Fig. 1: signal wires on met2
Drawn at 6 px/um.
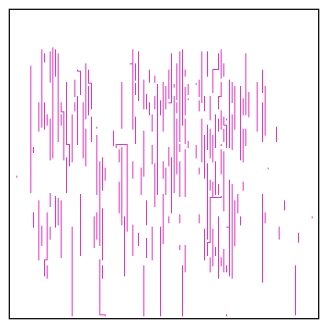
Fig. 2: metal 3
Drawn at 6 px/um. Cells faint in the background.
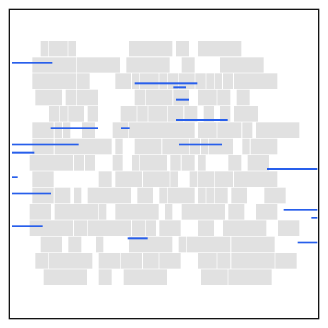
Fig. 3: wiring by layer
Drawn at 8 px/um.
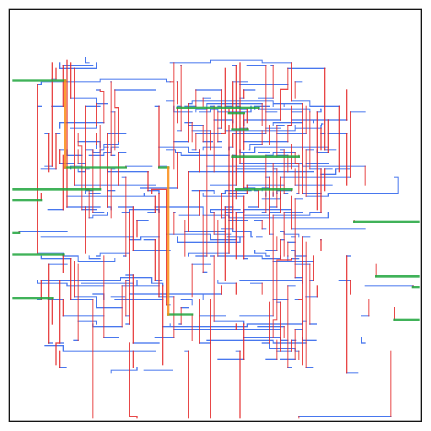
Fig. 4: supply network
Drawn at 8 px/um. Pins as bars on the die edge. Tap cells in gray.
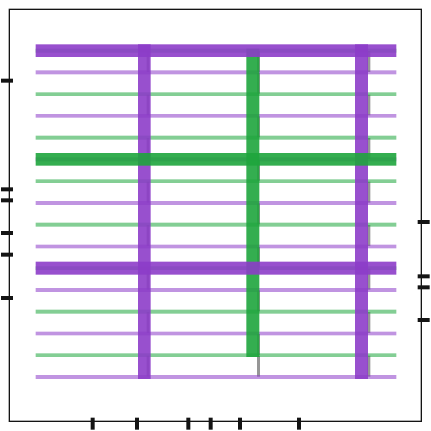
$ cat config.mk
export PLATFORM = sky130hd
export DESIGN_NAME = soc_rst_ctrl_flat
export DESIGN_NICKNAME = d
export VERILOG_FILES = /design/src/rtl/soc_rst_ctrl_if.sv /design/src/rtl/soc_rst_ctrl.sv /design/src/flat_wrapper.sv
export SDC_FILE = /design/constraint.sdc
export NUM_CORES = 1
export LEC_CHECK = 0
export CORE_MARGIN = 3
export CORE_UTILIZATION = 56
export DETAILED_ROUTE_END_ITERATION = 10
export PLACE_DENSITY = 0.83
export SYNTH_ARGS = -nofsm -noshare
export SYNTH_HDL_FRONTEND = slang
export SYNTH_SLANG_ARGS = --single-unit
export TNS_END_PERCENT = 20
$ cat constraint.sdc
create_clock -name clk -period 2.9 [get_ports clk]
set_clock_uncertainty 0.05 [all_clocks]
set_input_delay 0.58 -clock clk [delete_from_list [all_inputs] [get_ports clk]]
set_output_delay 0.58 -clock clk [all_outputs]
set_load 0.02 [all_outputs]
$ cat src/rtl/soc_rst_ctrl_if.sv
// Side-band between the reset sequencer and the SoC: synchronous reset requests in,
// reset / clock-enable / cause status out.
interface soc_rst_ctrl_if;
    logic       sw_rst_req_i;
    logic       wdt_rst_req_i;
    logic       rst_cause_clr_i;
    logic       clk_en_o;
    logic       periph_rst_no;
    logic       core_rst_no;
    logic [4:0] rst_cause_o;
    logic       busy_o;

    modport master (
        output sw_rst_req_i, wdt_rst_req_i, rst_cause_clr_i,
        input  clk_en_o, periph_rst_no, core_rst_no, rst_cause_o, busy_o
    );

    modport slave (
        input  sw_rst_req_i, wdt_rst_req_i, rst_cause_clr_i,
        output clk_en_o, periph_rst_no, core_rst_no, rst_cause_o, busy_o
    );
endinterface

$ cat src/rtl/soc_rst_ctrl.sv
// SoC reset sequencer: waits for clock lock, stretches reset, releases peripherals before
// the core, and records the reason for every re-entry into reset.
module soc_rst_ctrl #(
    parameter int unsigned CLK_DIV         = 4,
    parameter int unsigned DEBOUNCE_CYCLES = 16,
    parameter int unsigned STRETCH_CYCLES  = 32,
    parameter int unsigned STAGGER_CYCLES  = 8
) (
    input  logic          clk,
    input  logic          rst_n,
    input  logic          locked_i,
    input  logic          ext_rst_req_i,
    soc_rst_ctrl_if.slave rst_if
);
    localparam int unsigned CntMax = (STRETCH_CYCLES > STAGGER_CYCLES) ?
                                     STRETCH_CYCLES : STAGGER_CYCLES;
    localparam int unsigned CntW   = (CntMax > 1) ? $clog2(CntMax) : 1;
    localparam int unsigned DebW   = (DEBOUNCE_CYCLES > 1) ? $clog2(DEBOUNCE_CYCLES) : 1;
    localparam int unsigned DivW   = (CLK_DIV > 1) ? $clog2(CLK_DIV) : 1;

    localparam logic [CntW-1:0] StretchLast = CntW'(STRETCH_CYCLES - 1);
    localparam logic [CntW-1:0] StaggerLast = CntW'(STAGGER_CYCLES - 1);
    localparam logic [DebW-1:0] DebLast     = DebW'(DEBOUNCE_CYCLES - 1);
    localparam logic [DivW-1:0] DivLast     = DivW'(CLK_DIV - 1);

    typedef enum logic [1:0] {StWaitLock, StStretch, StRelPeriph, StRun} state_e;

    state_e          r_state, w_state_d;
    logic [CntW-1:0] r_cnt, w_cnt_d;
    logic            r_lock_meta, r_lock_s, r_ext_meta, r_ext_s;
    logic [DebW-1:0] r_deb_cnt;
    logic [DivW-1:0] r_div_cnt;
    logic            r_clk_en, r_periph_rst_n, r_core_rst_n, r_busy;
    logic [4:0]      r_cause, w_cause_d, w_cause_set;
    logic            w_periph_rst_n_d, w_core_rst_n_d, w_busy_d;
    logic            w_ext_req, w_ev, w_lock_lost;

    // Synchronisers, button debounce and free-running clock-enable divider.
    always_ff @(posedge clk) begin
        if (!rst_n) begin
            r_lock_meta <= 1'b0;
            r_lock_s    <= 1'b0;
            r_ext_meta  <= 1'b0;
            r_ext_s     <= 1'b0;
            r_deb_cnt   <= '0;
            r_div_cnt   <= '0;
            r_clk_en    <= 1'b0;
        end else begin
            r_lock_meta <= locked_i;
            r_lock_s    <= r_lock_meta;
            r_ext_meta  <= ext_rst_req_i;
            r_ext_s     <= r_ext_meta;
            if (!r_ext_s) begin
                r_deb_cnt <= '0;
            end else if (r_deb_cnt != DebLast) begin
                r_deb_cnt <= r_deb_cnt + 1'b1;
            end
            r_div_cnt <= (r_div_cnt == DivLast) ? '0 : r_div_cnt + 1'b1;
            r_clk_en  <= (r_div_cnt == DivLast) && r_lock_s;
        end
    end

    // A single-cycle debounce window degenerates to the synced level itself.
    assign w_ext_req   = (DEBOUNCE_CYCLES == 1) ? r_ext_s : (r_deb_cnt == DebLast);
    assign w_ev        = w_ext_req | rst_if.sw_rst_req_i | rst_if.wdt_rst_req_i;
    assign w_lock_lost = !r_lock_s && (r_state != StWaitLock);

    // State register plus registered outputs and cause.
    always_ff @(posedge clk) begin
        if (!rst_n) begin
            r_state        <= StWaitLock;
            r_cnt          <= '0;
            r_periph_rst_n <= 1'b0;
            r_core_rst_n   <= 1'b0;
            r_busy         <= 1'b1;
            r_cause        <= 5'b00001;
        end else begin
            r_state        <= w_state_d;
            r_cnt          <= w_cnt_d;
            r_periph_rst_n <= w_periph_rst_n_d;
            r_core_rst_n   <= w_core_rst_n_d;
            r_busy         <= w_busy_d;
            r_cause        <= w_cause_d;
        end
    end

    // Next state; lock loss outranks every reset event.
    always_comb begin
        w_state_d = r_state;
        w_cnt_d   = r_cnt;
        if (!r_lock_s) begin
            w_state_d = StWaitLock;
            w_cnt_d   = '0;
        end else begin
            unique case (r_state)
                StWaitLock: begin
                    w_state_d = StStretch;
                    w_cnt_d   = '0;
                end
                StStretch: begin
                    if (w_ev) begin
                        w_cnt_d = '0;
                    end else if (r_cnt == StretchLast) begin
                        w_state_d = StRelPeriph;
                        w_cnt_d   = '0;
                    end else begin
                        w_cnt_d = r_cnt + 1'b1;
                    end
                end
                StRelPeriph: begin
                    if (w_ev) begin
                        w_state_d = StStretch;
                        w_cnt_d   = '0;
                    end else if (r_cnt == StaggerLast) begin
                        w_state_d = StRun;
                        w_cnt_d   = '0;
                    end else begin
                        w_cnt_d = r_cnt + 1'b1;
                    end
                end
                StRun: begin
                    if (w_ev) begin
                        w_state_d = StStretch;
                        w_cnt_d   = '0;
                    end
                end
            endcase
        end
    end

    // Output decode from the next state so the flops track the state register exactly.
    always_comb begin
        w_periph_rst_n_d = (w_state_d == StRelPeriph) || (w_state_d == StRun);
        w_core_rst_n_d   = (w_state_d == StRun);
        w_busy_d         = (w_state_d != StRun);
    end

    always_comb begin
        w_cause_set = {w_lock_lost, rst_if.wdt_rst_req_i, rst_if.sw_rst_req_i, w_ext_req, 1'b0};
        if (rst_if.rst_cause_clr_i && (r_state == StRun)) begin
            w_cause_d = w_cause_set;
        end else begin
            w_cause_d = r_cause | w_cause_set;
        end
    end

    assign rst_if.clk_en_o      = r_clk_en;
    assign rst_if.periph_rst_no = r_periph_rst_n;
    assign rst_if.core_rst_no   = r_core_rst_n;
    assign rst_if.busy_o        = r_busy;
    assign rst_if.rst_cause_o   = r_cause;
endmodule

$ cat src/flat_wrapper.sv
// flat-port wrapper written by rule: the top's interface ports become plain ports
module soc_rst_ctrl_flat 
#(
    parameter int unsigned CLK_DIV         = 4,
    parameter int unsigned DEBOUNCE_CYCLES = 16,
    parameter int unsigned STRETCH_CYCLES  = 32,
    parameter int unsigned STAGGER_CYCLES  = 8
)
  (clk, rst_n, locked_i, ext_rst_req_i, rst_if_sw_rst_req_i, rst_if_wdt_rst_req_i, rst_if_rst_cause_clr_i, rst_if_clk_en_o, rst_if_periph_rst_no, rst_if_core_rst_no, rst_if_rst_cause_o, rst_if_busy_o);
  soc_rst_ctrl_if rst_if_i ();
  input  logic clk;
  input  logic rst_n;
  input  logic locked_i;
  input  logic ext_rst_req_i;
  input wire logic [$bits(rst_if_i.sw_rst_req_i)-1:0] rst_if_sw_rst_req_i;
  input wire logic [$bits(rst_if_i.wdt_rst_req_i)-1:0] rst_if_wdt_rst_req_i;
  input wire logic [$bits(rst_if_i.rst_cause_clr_i)-1:0] rst_if_rst_cause_clr_i;
  output wire logic [$bits(rst_if_i.clk_en_o)-1:0] rst_if_clk_en_o;
  output wire logic [$bits(rst_if_i.periph_rst_no)-1:0] rst_if_periph_rst_no;
  output wire logic [$bits(rst_if_i.core_rst_no)-1:0] rst_if_core_rst_no;
  output wire logic [$bits(rst_if_i.rst_cause_o)-1:0] rst_if_rst_cause_o;
  output wire logic [$bits(rst_if_i.busy_o)-1:0] rst_if_busy_o;
  assign rst_if_i.sw_rst_req_i = rst_if_sw_rst_req_i;
  assign rst_if_i.wdt_rst_req_i = rst_if_wdt_rst_req_i;
  assign rst_if_i.rst_cause_clr_i = rst_if_rst_cause_clr_i;
  assign rst_if_clk_en_o = rst_if_i.clk_en_o;
  assign rst_if_periph_rst_no = rst_if_i.periph_rst_no;
  assign rst_if_core_rst_no = rst_if_i.core_rst_no;
  assign rst_if_rst_cause_o = rst_if_i.rst_cause_o;
  assign rst_if_busy_o = rst_if_i.busy_o;
  soc_rst_ctrl #(.CLK_DIV(CLK_DIV), .DEBOUNCE_CYCLES(DEBOUNCE_CYCLES), .STRETCH_CYCLES(STRETCH_CYCLES), .STAGGER_CYCLES(STAGGER_CYCLES)) u_core (.clk(clk), .rst_n(rst_n), .locked_i(locked_i), .ext_rst_req_i(ext_rst_req_i), .rst_if(rst_if_i));
endmodule
==> impl_metrics.py <==
# Physical implementation metrics
metrics = {
    "finish": {
        "lay_top_count": "dfxtp_1",
        "layout.area.comb_um2": 609,
        "flop_area_um2": 520,
    },
    "floorplanning": {
        "core_area_mm2": 0.00184,
        "io_pins": 16,
    },
    "synthesis": {
        "synthDistinctLibCells": 35,
        "yosys_area_mm2": 0.00115,
        "syn_area_mm2": 0.00115,
        "syn_avg_cell_area_um2": 9.66,
        "ys_cells": 119,
        "synth.area.top_cells": "dfxtp_1 (45%), ha_1 (9.8%), a21oi_1 (4.4%)",
        "async_flop_share": 0,
    },
    "clock_tree": {
        "h-tree-depth": 1,
        "cts-buffers-inserted": 3,
        "tritoncts": "yes",
        "cts_hold_buf": 0,
        "cts_setup_buffers": 0,
        "cts_root_buf": "clkbuf_4",
        "cts.sinks": 26,
    },
    "global_routing": {
        "grt_max_degree": 16,
        "overflow": 0,
        "antenna_found_initial": 0,
        "grt_pass1_wl_um": 3590,
        "grt.total_usage": 0.180,
    },
    "run_status": {
        "status": "finished, final reports clean",
    },
    "placed_design": {
        "dp_hpwl_um": 1580,
        "gp_congestion": 0.892,
    },
    "worst_hold_path": {
        "holdPathEnd": "u_core.r_div_cnt[0]$_SDFF_PP0_",
        "hold_depth": 1,
        "min_path_type": "reg2reg",
    },
    "route": {
        "drc_errors": 0,
        "ant_nets": 0,
        "firstDrtPassIters": 4,
    },
    "job": {
        "warnings": 30,
    },
    "worst_setup_path": {
        "required_ns": 2.27,
        "arrival_ns": 1.32,
    },
    "power": {
        "p_per_area_mw_per_mm2": 477,
    },
    "timing": {
        "tightest_slew_ns": 0.429,
        "fin_crit_ns": 1.95,
    },
}
## Picture notes: Fig. 1
- share of all routed wire: 49%
- nets with wire on the layer: 122
wire length reported by the detailed router: 2080 um
met2 usage: 0.337
vias: 890

## Picture notes: Fig. 2
- longest straight run: 10.8 um
- wire length on this layer: 90.2 um
- nets with wire on the layer: 16
- main direction: horizontal

## Picture notes: Fig. 3
- green: met3 (wire length 90.2 um)
- blue: met1 (wire length 931 um)
- red: met2 (wire length 1030 um)
- orange: met4 (wire length 29.2 um)

## Picture notes: Fig. 4
- green: VDD
- purple: VSS
- met1 rails: 16
- met4 straps: 3
- signal pins: 16
- rows: 15
- tap cells: 25

==> cell families (layout without fill, tap and decap cells) <==
family / count (synthesis) / count (layout) / synth area share
AND-OR/OR-AND: 22 / 22 / 0.141
adder cells (fa/ha/maj): 9 / 9 / 0.0979
AND/OR/NAND/NOR: 55 / 55 / 0.274
XOR/XNOR: 1 / 1 / 0.00762
buffers and inverters: 5 / 22 / 0.0174
flip-flops: 26 / 26 / 0.453
multiplexers: 1 / 1 / 0.00871
==> stage by stage <==
stage | instance area (um^2) | hold slack [ns] | instances | setup slack (ns) | utilization
2_1_floorplan | 1150 | 0.351 | 119 | 1.17 | -
3_3_place_gp | 1320 | 0.362 | 157 | 0.741 | 0.719
3_5_place_dp | 1320 | 0.367 | 157 | 0.681 | 0.719
4_1_cts | 1380 | 0.399 | 161 | 0.943 | 0.748
5_1_grt | 1380 | 0.430 | 161 | 0.866 | 0.748
6_report | 1380 | 0.394 | 161 | 0.954 | 0.748
==> registers in the layout, summed over array words and instances (netlist names) <==
name and count:
u_core.r_cnt 5, u_core.rst_if.rst_cause_o 5, u_core.r_deb_cnt 4, u_core.r_div_cnt 2
u_core.r_state 2, u_core.r_ext_meta 1, u_core.r_ext_s 1, u_core.r_lock_meta 1
u_core.r_lock_s 1, u_core.rst_if.busy_o 1, u_core.rst_if.clk_en_o 1, u_core.rst_if.core_rst_no 1
u_core.rst_if.periph_rst_no 1
==> final cells by class <==
class,instances,share of cell area
sequential,26,0.379
timing repair buffer,15,0.109
inverter,3,0.00819
clock inverter,1,0.0218
tap,25,0.0227
clock buffer,3,0.0164
multi-input combinational,88,0.443
==> worst max path at each step <==
| stage | from | to | slack, ns | cells after the start |
|---|---|---|---|---|
| 6_report | u_core.rst_if.rst_cause_o[3]$_SDFF_PN0_ | rst_if_rst_cause_o[3] | 0.95 | 1 |
| 3_5_place_dp | rst_if_sw_rst_req_i | u_core.rst_if.core_rst_no$_SDFF_PN0_ | 0.68 | 5 |
| 5_1_grt | u_core.r_state[0]$_SDFF_PN0_ | u_core.rst_if.core_rst_no$_SDFF_PN0_ | 0.87 | 6 |
| 4_1_cts | u_core.rst_if.rst_cause_o[3]$_SDFF_PN0_ | rst_if_rst_cause_o[3] | 0.94 | 1 |
| 3_3_place_gp | rst_if_sw_rst_req_i | u_core.rst_if.core_rst_no$_SDFF_PN0_ | 0.74 | 5 |
| 2_1_floorplan | u_core.r_cnt[0]$_SDFFE_PN0P_ | u_core.rst_if.core_rst_no$_SDFF_PN0_ | 1.17 | 7 |
==> per-layer routing <==
layer  track usage  routed length (um)  share of wire  vias to the layer above
met5             0                   0              0                        -
met4        0.0786                  29          0.014                        0
met3        0.0292                  90          0.043                        4
met2         0.337                1030           0.49                       23
met1         0.196                 930           0.45                      412
li1              -                   -              -                      451
==> report_power, final <==
part	switching (mW)	internal (mW)
combinational	0.0176	0.0216
sequential	0.00532	0.367
clock	0.105	0.140
Power and IR drop assume default switching activity.
